$ cat config.mk
export PLATFORM = sky130hd
export DESIGN_NAME = if_pc_sequencer
export DESIGN_NICKNAME = d
export VERILOG_FILES = /design/src/rtl/if_pc_sequencer.sv
export SDC_FILE = /design/constraint.sdc
export NUM_CORES = 1
export LEC_CHECK = 0
export CAP_MARGIN = 0
export CORE_UTILIZATION = 50
export DETAILED_ROUTE_END_ITERATION = 8
export MAX_ROUTING_LAYER = met4
export PLACE_DENSITY = 0.92
export SLEW_MARGIN = 20
export SYNTH_ARGS = -nofsm -noshare
export SYNTH_HDL_FRONTEND = slang
export SYNTH_SLANG_ARGS = --single-unit
export TNS_END_PERCENT = 30
$ cat constraint.sdc
create_clock -name clk -period 5.3 [get_ports clk]
set_clock_uncertainty 0.15 [all_clocks]
set_input_delay 1.06 -clock clk [delete_from_list [all_inputs] [get_ports clk]]
set_output_delay 1.06 -clock clk [all_outputs]
set_load 0.05 [all_outputs]
$ cat src/rtl/if_pc_sequencer.sv
// if_pc_sequencer: IF-stage fetch PC sequencer; applies ID redirects after the delay slot.
// Optional feature macro: BRANCH_LIKELY_EN (adds id_branch_likely, drives if_nullify).
//
// Ports:
//   clk, reset          clock; synchronous active-high reset
//   if_stall            hazard unit holds IF/ID
//   imem_ready          instruction word for if_pc is valid this cycle
//   id_accept           ID instruction advances to EX this cycle
//   id_branch           ID instruction is a branch/jump/eret
//   id_has_delay_slot   ID instruction has a delay slot
//   id_taken            branch outcome (1 for unconditional jumps)
//   id_npc_ctrl         0: 26-bit index target, 1: PC-relative target
//   id_npc_addr_select  1: register target (jr/jalr) or EPC (eret)
//   id_eret             ID instruction is eret
//   id_pc               PC of the ID instruction
//   id_imm32            sign-extended branch offset (words)
//   id_index26          j/jal instr_index
//   id_reg_target       forwarded rs value
//   cp0_epc             EPC from CP0
//   exc_req             exception/interrupt commit, highest priority
//   id_branch_likely    (BRANCH_LIKELY_EN only) ID branch is a branch-likely
//   if_pc               current fetch address
//   if_advance          fetch completes and IF/ID captures the word
//   if_bd               captured instruction is a delay slot
//   if_adel             if_pc misaligned or outside instruction memory
//   if_nullify          captured delay slot must be squashed
module if_pc_sequencer #(
   parameter logic [31:0] RESET_PC   = 32'h0000_3000,
   parameter logic [31:0] EXC_VECTOR = 32'h0000_4180,
   parameter logic [31:0] IMEM_BASE  = 32'h0000_3000,
   parameter logic [31:0] IMEM_LIMIT = 32'h0000_6ffc
) (
   input  logic        clk,
   input  logic        reset,
   input  logic        if_stall,
   input  logic        imem_ready,
   input  logic        id_accept,
   input  logic        id_branch,
   input  logic        id_has_delay_slot,
   input  logic        id_taken,
   input  logic        id_npc_ctrl,
   input  logic        id_npc_addr_select,
   input  logic        id_eret,
   input  logic [31:0] id_pc,
   input  logic [31:0] id_imm32,
   input  logic [25:0] id_index26,
   input  logic [31:0] id_reg_target,
   input  logic [31:0] cp0_epc,
   input  logic        exc_req,
`ifdef BRANCH_LIKELY_EN
   input  logic        id_branch_likely,
`endif
   output logic [31:0] if_pc,
   output logic        if_advance,
   output logic        if_bd,
   output logic        if_adel,
   output logic        if_nullify
);

   typedef enum logic {
      S_RUN,
      S_PENDING
   } state_t;

   state_t      r_state;
   state_t      w_state_nxt;
   logic [31:0] r_pc;
   logic [31:0] w_pc_nxt;
   logic [31:0] r_target;
   logic [31:0] w_target_nxt;
   logic        r_nul;
   logic        w_nul_nxt;

   logic [31:0] w_pc_inc;
   logic [31:0] w_br_target;
   logic [31:0] w_next;
   logic        w_redirect;
   logic        w_fetch_ok;
   logic        w_likely_nt;

   assign w_pc_inc = r_pc + 32'd4;

   // Redirect target from the ID controller's npc selects.
   always_comb begin
      w_br_target = {id_pc[31:28], id_index26, 2'b00};
      if (id_npc_addr_select) begin
         w_br_target = id_eret ? cp0_epc : id_reg_target;
      end else if (id_npc_ctrl) begin
         w_br_target = id_pc + 32'd4 + (id_imm32 << 2);
      end
   end

   assign w_next     = id_taken ? w_br_target : w_pc_inc;
   assign w_redirect = id_accept & id_branch & ~exc_req;
   assign w_fetch_ok = imem_ready & ~if_stall & ~reset;

`ifdef BRANCH_LIKELY_EN
   assign w_likely_nt = id_branch_likely & ~id_taken;
`else
   assign w_likely_nt = 1'b0;
`endif

   always_ff @(posedge clk) begin
      if (reset) begin
         r_state  <= S_RUN;
         r_pc     <= RESET_PC;
         r_target <= 32'd0;
         r_nul    <= 1'b0;
      end else begin
         r_state  <= w_state_nxt;
         r_pc     <= w_pc_nxt;
         r_target <= w_target_nxt;
         r_nul    <= w_nul_nxt;
      end
   end

   always_comb begin
      w_state_nxt  = r_state;
      w_pc_nxt     = r_pc;
      w_target_nxt = r_target;
      w_nul_nxt    = r_nul;
      if_advance   = 1'b0;
      if_bd        = 1'b0;
      if_nullify   = 1'b0;
      if (reset) begin
         // registers reload in the sequential block; outputs stay quiet
         w_state_nxt = S_RUN;
      end else if (exc_req) begin
         // exception wins: any outstanding redirect is discarded
         w_state_nxt  = S_RUN;
         w_pc_nxt     = EXC_VECTOR;
         w_target_nxt = 32'd0;
         w_nul_nxt    = 1'b0;
      end else begin
         unique case (r_state)
            S_RUN: begin
               if_advance = w_fetch_ok;
               if (w_redirect && id_has_delay_slot) begin
                  if (w_fetch_ok) begin
                     // slot captured now; jump right behind it
                     w_pc_nxt   = w_next;
                     if_bd      = 1'b1;
                     if_nullify = w_likely_nt;
                  end else begin
                     // slot still outstanding; hold target until it lands
                     w_target_nxt = w_next;
                     w_nul_nxt    = w_likely_nt;
                     w_state_nxt  = S_PENDING;
                  end
               end else if (w_redirect) begin
                  // no delay slot: the word at if_pc is not executed
                  if_advance = 1'b0;
                  w_pc_nxt   = w_next;
               end else if (w_fetch_ok) begin
                  w_pc_nxt = w_pc_inc;
               end
            end
            S_PENDING: begin
               if_bd      = 1'b1;
               if_advance = w_fetch_ok;
               if_nullify = r_nul & w_fetch_ok;
               if (w_fetch_ok) begin
                  w_pc_nxt    = r_target;
                  w_nul_nxt   = 1'b0;
                  w_state_nxt = S_RUN;
               end
            end
            default: begin
               w_state_nxt = S_RUN;
            end
         endcase
      end
   end

   assign if_pc   = r_pc;
   assign if_adel = (r_pc[1:0] != 2'b00) ||
                    (r_pc < IMEM_BASE) ||
                    (r_pc > IMEM_LIMIT);

endmodule

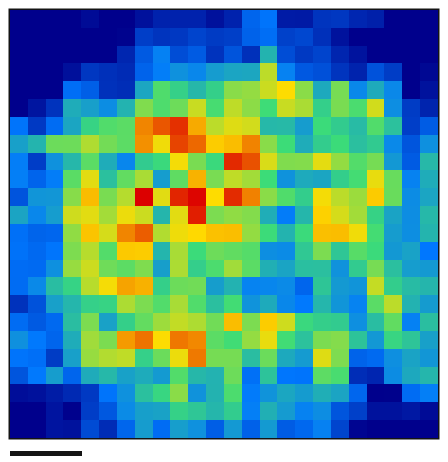
*Signal metal coverage by tile, run 1*
Bar = 20 um. The die is cut into 24 by 24 equal tiles; dark blue is low, red is high, scaled to the fullest tile. Values are wire area over tile area, all layers added.
emptiest ninth of the die: north-west
nearly empty tiles: 9.2%
mean over tiles: 0.29
fullest tile: 0.76
densest ninth of the die: centre
tiles over half the peak: 34%
GRT Total Usage: 0.3464
final WL: 23920 um

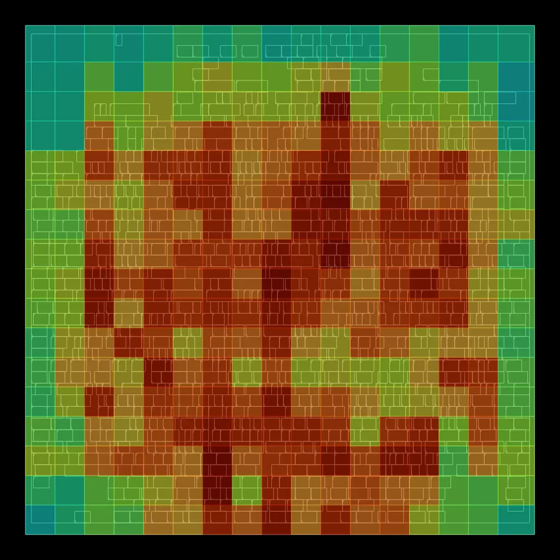
*Routing congestion, run 1*
met3 Use GR: 0.07280
grt met2 use: 0.5614
Most Crowded Layer GR: met2
Core Util, Final: 0.6926

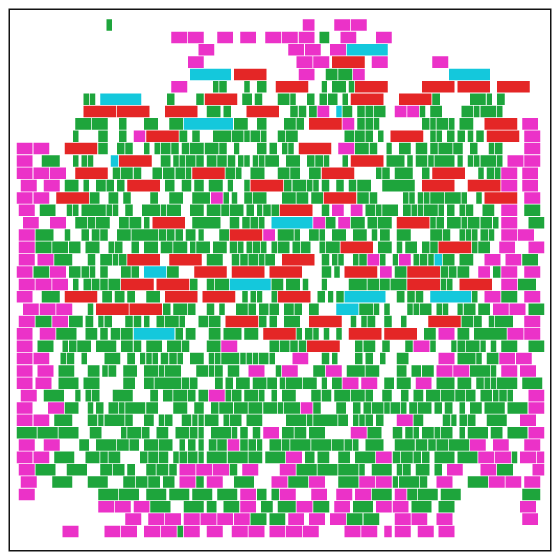
*Cell classes on the final placement, run 1*
legend:
  remaining buffers and delay cells:
    colour: magenta
    cells: 218
    share_of_their_area: 24%
  combinational and other logic:
    colour: green
    cells: 800
    share_of_their_area: 59%
  clock drivers and dummy loads:
    colour: cyan
    cells: 15
    share_of_their_area: 3.3%
  sequential cells:
    colour: red
    cells: 65
    share_of_their_area: 14%

==> run 1: worst max-delay path, stage by stage <==
cell and delay (ns):
clkdlybuf4s50_1 0.46, inv_1 0.05, ha_1 0.19, inv_1 0.05
ha_1 0.20, inv_1 0.07, fa_1 0.40, nand2b_1 0.18
a21oi_1 0.18, o21ai_0 0.18, o21ai_1 0.35, a31o_2 0.28
a41oi_2 0.16, o21ai_1 0.18, mux2i_1 0.33, o21ai_1 0.12
a31oi_1 0.19
==> run 1: cell families after synthesis <==
family	after synthesis	share of synthesized area
AND-OR/OR-AND	297	0.2792
XOR/XNOR	52	0.06773
adder cells (fa/ha/maj)	59	0.1091
buffers and inverters	79	0.04851
flip-flops	65	0.1904
multiplexers	50	0.07597
other	1	0.0005486
AND/OR/NAND/NOR	324	0.2286
==> flow_summary.json, run 1 <==
{
  "grt_max_degree": 50,
  "comb_share": 0.5655,
  "cts-htree-levels": 3,
  "cap_violations": 0,
  "rsz0062_at_grt": "false",
  "pwr-share-seq": 0.283,
  "postRouteAntennaNets": 0,
  "initCoreUtil": 0.5141,
  "critPathArrivalTime_ns": 4.63,
  "m1WireLength_um": 9058,
  "cts-root-buf": "clkbuf_16",
  "synth_area_per_cell_sq_um": 7.374,
  "drtIter0Drc": 888,
  "netlist_top_cells_area": "dfxtp_1 (19%), ha_1 (11%), a21oi_1 (6.7%)",
  "dr.pass1.iters": 5,
  "rr_worst_depth": 10,
  "internal_power_mw": 1.208,
  "dp_cells": 1259,
  "sw_frac_of_total": 0.3368,
  "dr_wl_met3_um": 2275,
  "die_area_sq_um": 14140,
  "syn-cell-area_sq_um": 6835,
  "path_class": "primary input to flip-flop",
  "holdCritPathClass": "flip-flop to flip-flop",
  "grt-ovfl-total": 0,
  "grt_pass1_vias": 7770,
  "routabilityCongestion": 0.9666,
  "largest_reg_flops": 32,
  "num_vias": 8041,
  "n_all_inverters": 17,
  "hpwlAfterDp_um": 18070,
  "r2r-start": "if_pc[2]",
  "core_sq_um": 13300,
  "clkPwrFrac": 0.330,
  "ys_types": 73,
  "taps": 176,
  "seq-cell-share": 0.1413,
  "edf_count": 0,
  "buffers": 218,
  "timing.fmax_mhz": 221.2,
  "fin_cells": 1274,
  "async_flop_share": 0,
  "antenna_cells": 0,
  "synth_top_flop_cell": "dfxtp_1",
  "status": "complete, no violations",
  "r2r_setup_slack_ns": 2.56,
  "cts_sinks": 65,
  "cp_data_required_time_ns": 5.41,
  "min_from": "r_target[7]",
  "clock_latency_ns": 0.34,
  "r2r-end": "if_pc[28]",
  "numSynthFlops": 65,
  "area_delta_synth_final_pct": 34.72,
  "cts_resized": 0,
  "warning_count": 28,
  "placed_cell_area_sq_um": 8912,
  "wl_per_cell_um": 18.77,
  "die-height_um": 118.9,
  "ctsHoldBuffers": 0,
  "clkTransAtPathRegs_ns": 0.05,
  "num-clock-buffers": 12,
  "clk-power_mw": 0.601,
  "yosysWarnings": 0,
  "clk_path_buf_depth": 2,
  "topRoutingLayerUsed": "met4",
  "cts_inserted_buffers": 9,
  "max-vdd-ir-drop_uv": 137.4,
  "top_area_frac": 0.1904
}
--- run 2 (diff from run 1) ---
--- a/config.mk
+++ b/config.mk
@@ -6,8 +6,10 @@
 export NUM_CORES = 1
 export LEC_CHECK = 0
 export CAP_MARGIN = 0
+export CORE_MARGIN = 2
 export CORE_UTILIZATION = 50
 export DETAILED_ROUTE_END_ITERATION = 8
+export HOLD_SLACK_MARGIN = 0.08
 export MAX_ROUTING_LAYER = met4
 export PLACE_DENSITY = 0.92
 export SLEW_MARGIN = 20
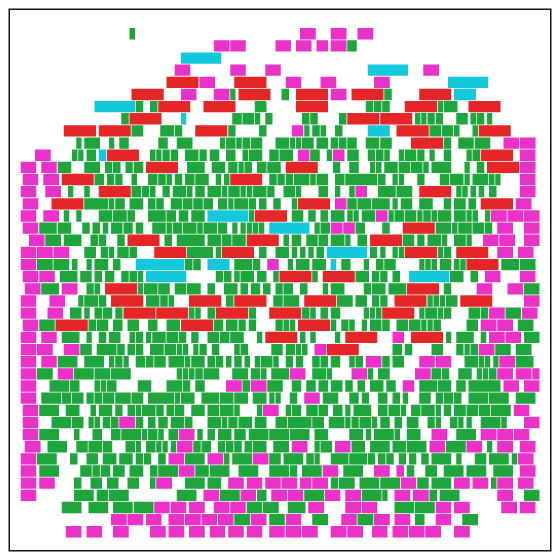
*Cell classes on the final placement, run 2*
Row Count: 42
Design Area, Final: 9169 sq um

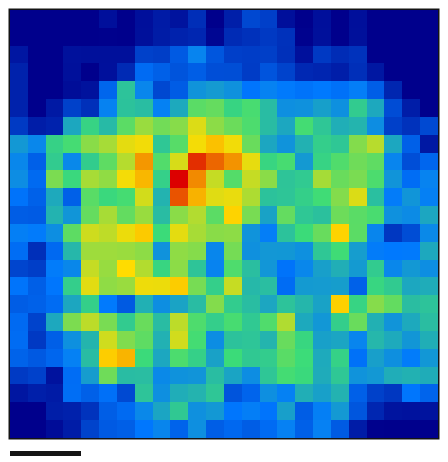
*Signal metal coverage by tile, run 2*
Bar = 20 um. The die is cut into 24 by 24 equal tiles; dark blue is low, red is high, scaled to the fullest tile. Values are wire area over tile area, all layers added.
densest ninth of the die: centre
nearly empty tiles: 9.2%
mean over tiles: 0.28
fullest tile: 0.85
final WL: 24110 um
total number of vias: 8122
Wirelength per Cell: 19.02 um
GRT Total Usage: 0.3385

==> flow_summary.json, run 2 <==
{
  "cap_violations": 0,
  "cts_resized": 0,
  "synth_top_flop_cell": "dfxtp_1",
  "netlist_top_cells_area": "dfxtp_1 (19%), ha_1 (11%), a21oi_1 (6.7%)",
  "dr_wl_met3_um": 2212,
  "post-route-drc-count": 0,
  "ctsHoldBuffers": 0,
  "synth_area_per_cell_sq_um": 7.374,
  "drtIter0Drc": 869,
  "rsz0062_at_grt": "false",
  "area_delta_synth_final_pct": 34.14,
  "fin_cells": 1268,
  "logic_family": "AND-OR/OR-AND gates",
  "top_area_frac": 0.1904,
  "clkTransAtPathRegs_ns": 0.05,
  "comb-power_mw": 0.702,
  "synth_cells": 927,
  "met2_wirelength_um": 11400,
  "crit_slowest_cell": "clkdlybuf4s50_1",
  "antenna_cells": 0,
  "edf_count": 0,
  "warning_count": 28,
  "pin_count": 202,
  "die-height_um": 120.9,
  "internal_power_mw": 1.221,
  "fp_nets": 1152,
  "cts_tree": "yes",
  "die_area_sq_um": 14620,
  "comb_power_share": 0.383,
  "r2r-end": "if_pc[20]",
  "yosysWarnings": 0,
  "layout_setup_ws_ns": 0.7727,
  "grt_pass1_wl_um": 38470,
  "largest_reg_flops": 32,
  "clk-power_mw": 0.615,
  "maxSlewViolCount": 0,
  "clock_latency_ns": 0.34,
  "r2r-start": "r_state",
  "cts-htree-levels": 3,
  "crit_path_start_kind": "primary input",
  "rr_worst_depth": 7,
  "synth.cellmix.compoundShare": 0.2792,
  "ys_seq_frac": 0.1904,
  "cp_num_buf_inv": 2,
  "ys_cells": 927,
  "critical_path.top_delay_family": "buffers and inverters",
  "end_kind": "output pin",
  "slowest_delay_ns": 0.88,
  "antenna_found_initial": 0,
  "io_buffers": 198,
  "grt-ovfl-total": 0,
  "postRouteAntennaNets": 0,
  "cts_sinks": 65,
  "dieWidth_um": 120.9,
  "numSynthFlops": 65,
  "dr.pass1.iters": 6,
  "p_sw_mw": 0.6114,
  "crit_chain": "clkdlybuf4s50_1 -> nand2b_1 -> a311oi_1 -> clkdlybuf4s50_1",
  "holdCritPathClass": "flip-flop to flip-flop",
  "hold_ws_ns": 0.3075,
  "pwr-share-seq": 0.281,
  "syn-cell-area_sq_um": 6835,
  "pre_cts_ws_ns": 0.5155,
  "layout_top_cells": "clkdlybuf4s50_1 (195), nor2_1 (101), a21oi_1 (92)",
  "p_leak_nw": 3.700,
  "timing.fmax_mhz": 220.9,
  "dp_cells": 1252,
  "ys_area_sq_um": 6835,
  "worst_slew_pin_slew_ns": 1.145,
  "synth_adder_area_share": 0.1091,
  "power_mw": 1.833,
  "maxPowerGroup": "combinational logic",
  "r2r_setup_slack_ns": 1.47,
  "fin_util": 0.6896,
  "critPathArrivalTime_ns": 3.32,
  "drive_above_1_share": 0.06502,
  "path_class": "primary input to output pin",
  "clk_path_buf_depth": 2,
  "initCoreUtil": 0.5141,
  "simple_gate_share": 0.2286,
  "p_seq_mw": 0.516,
  "xor_area_frac": 0.06773,
  "core_sq_um": 13300,
  "cp_max_fo": 9,
  "topRoutingLayerUsed": "met4",
  "async_flop_share": 0,
  "yosys.area.top_type": "dfxtp_1",
  "common_cells": "nor2_1 (103), a21oi_1 (92), nand2_1 (90)",
  "placed_cell_area_sq_um": 8860,
  "clkPwrFrac": 0.336,
  "largest_register": "r_target",
  "cp.depth": 4,
  "setup_viol": 0,
  "cts-root-buf": "clkbuf_16",
  "grt_pass1_vias": 7844,
  "hpwlAfterDp_um": 18210,
  "n_fill_cell": 1086,
  "status": "complete, no violations",
  "cp_data_required_time_ns": 4.09,
  "cts_inserted_buffers": 9,
  "sw_frac_of_total": 0.3336,
  "busiest_layer": "met2",
  "crit_start": "reset",
  "grt_max_degree": 50,
  "routabilityCongestion": 0.9569,
  "max-vdd-ir-drop_uv": 154.2,
  "power_density_nw_per_um2": 199.9,
  "layout_top_cell": "clkdlybuf4s50_1",
  "cpMostUsedCell": "clkdlybuf4s50_1",
  "yosysMostFrequentCell": "nor2_1",
  "mux_area_frac": 0.07597,
  "m1WireLength_um": 9357,
  "finalCriticalPeriod_ns": 4.527,
  "ys_types": 73,
  "tns_ns": 0,
  "hold_viol": 0
}
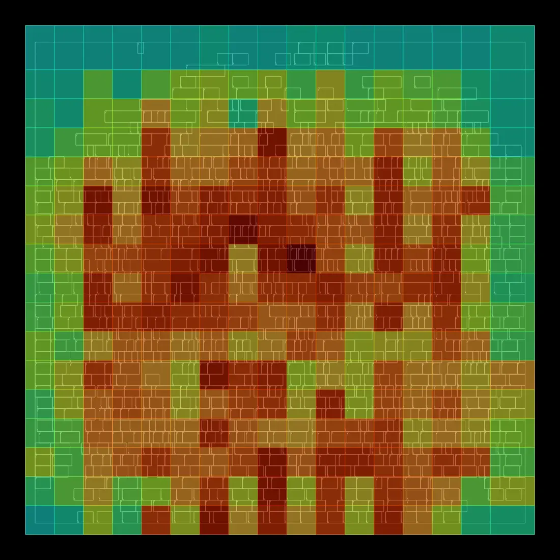
*Routing congestion, run 2*
grt met2 use: 0.5593
met3 Use GR: 0.06626
met1 global-route usage: 0.3929

-- run 2: final cells by class --
cell class	count	area, sq um	area share
clock inverters	2	35.03	0.003821
multi-input cells	783	5207	0.5680
inverters	17	63.81	0.006960
repair buffers	211	2067	0.2254
well taps	176	220.2	0.02402
clock buffers	14	274.0	0.02989
flip-flops and latches	65	1301	0.1419
-- run 2: worst min path at each step --
stage | start | end | slack, ns | depth (start not counted)
after global routing | r_target[11] | r_target[11] | 0.33 | 2
after CTS | r_target[27] | r_target[27] | 0.31 | 2
after floorplan | r_target[19] | r_target[19] | 0.28 | 2
final | r_target[11] | r_target[11] | 0.31 | 2
after detailed placement | r_target[7] | r_target[7] | 0.30 | 2
after global placement | r_target[10] | r_target[10] | 0.29 | 2
--- run 3 (diff from run 2) ---
--- a/config.mk
+++ b/config.mk
@@ -9,7 +9,6 @@
 export CORE_MARGIN = 2
 export CORE_UTILIZATION = 50
 export DETAILED_ROUTE_END_ITERATION = 8
-export HOLD_SLACK_MARGIN = 0.08
 export MAX_ROUTING_LAYER = met4
 export PLACE_DENSITY = 0.92
 export SLEW_MARGIN = 20
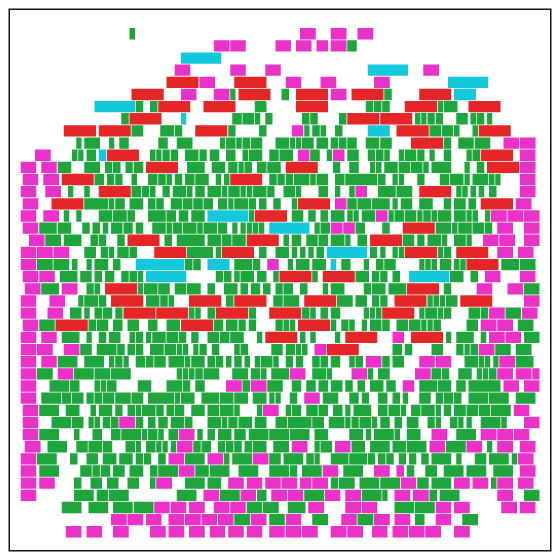
*Cell classes on the final placement, run 3*
legend:
  remaining buffers and delay cells:
    colour: magenta
    cells: 211
    share_of_their_area: 23%
  combinational and other logic:
    colour: green
    cells: 800
    share_of_their_area: 59%
  sequential cells:
    colour: red
    cells: 65
    share_of_their_area: 15%
  clock drivers and dummy loads:
    colour: cyan
    cells: 16
    share_of_their_area: 3.5%
Core Footprint: 13300 sq um
flop share of the area: 0.1419
Core Util, Final: 0.6896

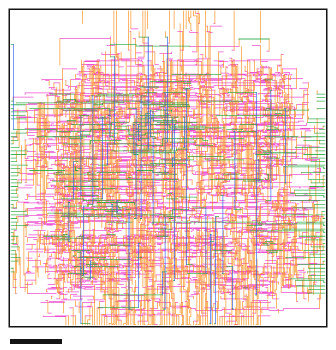
*Routed metal, one colour a layer, run 3*
Bar = 20 um.
legend:
  metal 4:
    colour: blue
    wire_length: 1150 um
  metal 2:
    colour: orange
    wire_length: 11400 um
  metal 1:
    colour: magenta
    wire_length: 9360 um
  metal 3:
    colour: green
    wire_length: 2210 um

==> flow_summary.json, run 3 <==
{
  "cts-root-buf": "clkbuf_16",
  "whs_endpoint": "r_target[11]",
  "internal_power_mw": 1.221,
  "cp.depth": 4,
  "clk_path_buf_depth": 2,
  "layout_top_cell": "clkdlybuf4s50_1",
  "synth_top_flop_cell": "dfxtp_1",
  "yosysMostFrequentCell": "nor2_1",
  "ys_area_sq_um": 6835,
  "die_area_sq_um": 14620,
  "num_vias": 8122,
  "rsz0062_at_grt": "false",
  "r2r-start": "r_state",
  "tns_ns": 0,
  "finalCriticalPeriod_ns": 4.527,
  "common_cells": "nor2_1 (103), a21oi_1 (92), nand2_1 (90)",
  "wirelength_um": 24110,
  "crit_chain": "clkdlybuf4s50_1 -> nand2b_1 -> a311oi_1 -> clkdlybuf4s50_1",
  "min_from": "r_target[11]",
  "cp_max_fo": 9,
  "holdCritPathClass": "flip-flop to flip-flop",
  "r2r_setup_slack_ns": 1.47,
  "antenna_found_initial": 0,
  "top_area_frac": 0.1904,
  "postRouteAntennaNets": 0,
  "placed_cell_area_sq_um": 8860,
  "rr_worst_depth": 7,
  "largest_reg_flops": 32,
  "cts_inserted_buffers": 9,
  "edf_count": 0,
  "gr-usage-all-layers": 0.3385,
  "post-route-period-util": 0.8542,
  "drtIter0Drc": 869,
  "cpMostUsedCell": "clkdlybuf4s50_1",
  "yosys.area.top_type": "dfxtp_1",
  "ys_seq_frac": 0.1904,
  "p_sw_mw": 0.6114,
  "busiest_layer": "met2",
  "final_area_sq_um": 9169,
  "warning_count": 28,
  "critical_path.top_delay_family": "buffers and inverters",
  "grtUsageMet3": 0.06626,
  "crit_start": "reset",
  "dr.pass1.iters": 6,
  "cap_violations": 0,
  "pre_cts_ws_ns": 0.5155,
  "n_fill_cell": 1086,
  "cp_num_buf_inv": 2,
  "topRoutingLayerUsed": "met4",
  "drive_above_1_share": 0.06502,
  "largest_register": "r_target",
  "postCtsSetupBuffers": 0,
  "synth_area_per_cell_sq_um": 7.374,
  "netlist_top_cells_area": "dfxtp_1 (19%), ha_1 (11%), a21oi_1 (6.7%)",
  "min_path_cells": 2,
  "sw_frac_of_total": 0.3336,
  "io_buffers": 198,
  "worst_slew_pin_slew_ns": 1.145,
  "slowest_delay_ns": 0.88,
  "clock_latency_ns": 0.34,
  "met1_usage": 0.3929,
  "wl_per_cell_um": 19.02,
  "viasPerCell": 6.405,
  "fp_nets": 1152,
  "rows": 42,
  "dieWidth_um": 120.9,
  "met2_wirelength_um": 11400,
  "clk-power_mw": 0.615,
  "cp_data_required_time_ns": 4.09,
  "antenna_cells": 0,
  "r2r-end": "if_pc[20]",
  "ctsHoldBuffers": 0,
  "grt_max_degree": 50,
  "hold_viol": 0,
  "layout_setup_ws_ns": 0.7727,
  "cts_sinks": 65,
  "layout_top_cells": "clkdlybuf4s50_1 (195), nor2_1 (101), a21oi_1 (92)",
  "grt_use_met2": 0.5593,
  "endpoint": "if_advance",
  "clkPwrFrac": 0.336,
  "num-nets-final": 1312,
  "p_leak_nw": 3.700,
  "cts-htree-levels": 3,
  "numSynthFlops": 65,
  "pwr-share-seq": 0.281,
  "area_delta_synth_final_pct": 34.14,
  "max-vdd-ir-drop_uv": 154.2,
  "power_mw": 1.833,
  "routabilityCongestion": 0.9569,
  "maxSlewViolCount": 0,
  "async_flop_share": 0,
  "ys_types": 73,
  "cts_tree": "yes",
  "yosysWarnings": 0,
  "grt_pass1_vias": 7844,
  "maxPowerGroup": "combinational logic",
  "hpwlAfterDp_um": 18210,
  "dr_wl_met3_um": 2212,
  "grt-ovfl-total": 0,
  "status": "complete, no violations",
  "dp_cells": 1252,
  "end_kind": "output pin",
  "clkTransAtPathRegs_ns": 0.05,
  "comb-power_mw": 0.702,
  "path_class": "primary input to output pin",
  "comb_power_share": 0.383,
  "crit_path_start_kind": "primary input",
  "initCoreUtil": 0.5141,
  "grt_pass1_wl_um": 38470,
  "cts_resized": 0,
  "timing.fmax_mhz": 220.9,
  "crit_slowest_cell": "clkdlybuf4s50_1",
  "hold_ws_ns": 0.3075,
  "synth_cells": 927,
  "die-height_um": 120.9,
  "post-route-drc-count": 0,
  "ys_cells": 927,
  "slew_headroom": 0.2354,
  "fin_cells": 1268,
  "m1WireLength_um": 9357,
  "pin_count": 202,
  "syn-cell-area_sq_um": 6835,
  "power_density_nw_per_um2": 199.9,
  "critPathArrivalTime_ns": 3.32,
  "setup_viol": 0
}
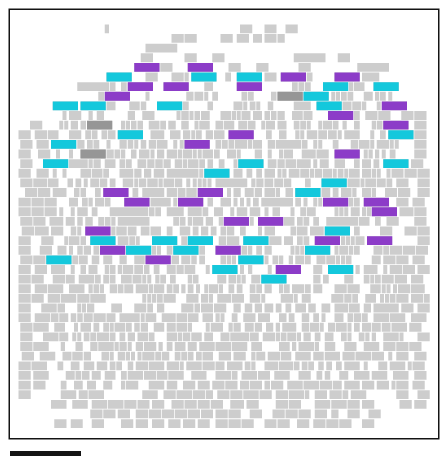
*Sequential cells coloured by netlist name, run 3*
Bar = 20 um. Other sequential cells in the stronger grey, the rest of the logic in the fainter grey.
legend:
  r_target:
    colour: cyan
    sequential_cells: 32
  if_pc:
    colour: purple
    sequential_cells: 30
not coloured: 3
sequential power: 0.516 mW
Reg area: 1301 sq um

## run 3: cell counts in the layout (fill, tap and decap cells not counted)
No cell type changed its count.
## run 3: area by class of cell
class | instances | area, sq um | share of cell area
multi-input cells | 783 | 5207 | 0.5680
repair buffers | 211 | 2067 | 0.2254
inverters | 17 | 63.81 | 0.006960
flip-flops and latches | 65 | 1301 | 0.1419
clock buffers | 14 | 274.0 | 0.02989
well taps | 176 | 220.2 | 0.02402
clock inverters | 2 | 35.03 | 0.003821
## run 3: cells by family after synthesis
| family | synth area share |
|---|---|
| other | 0.0005486 |
| xor gates and xnor gates | 0.06773 |
| buffers and inverters | 0.04851 |
| adders and majority gates | 0.1091 |
| AOI/OAI and AO/OA | 0.2792 |
| DFF | 0.1904 |
| and+or+nand+nor | 0.2286 |
| muxes | 0.07597 |
No activity file was given, so power comes from the tool's default toggle rates.
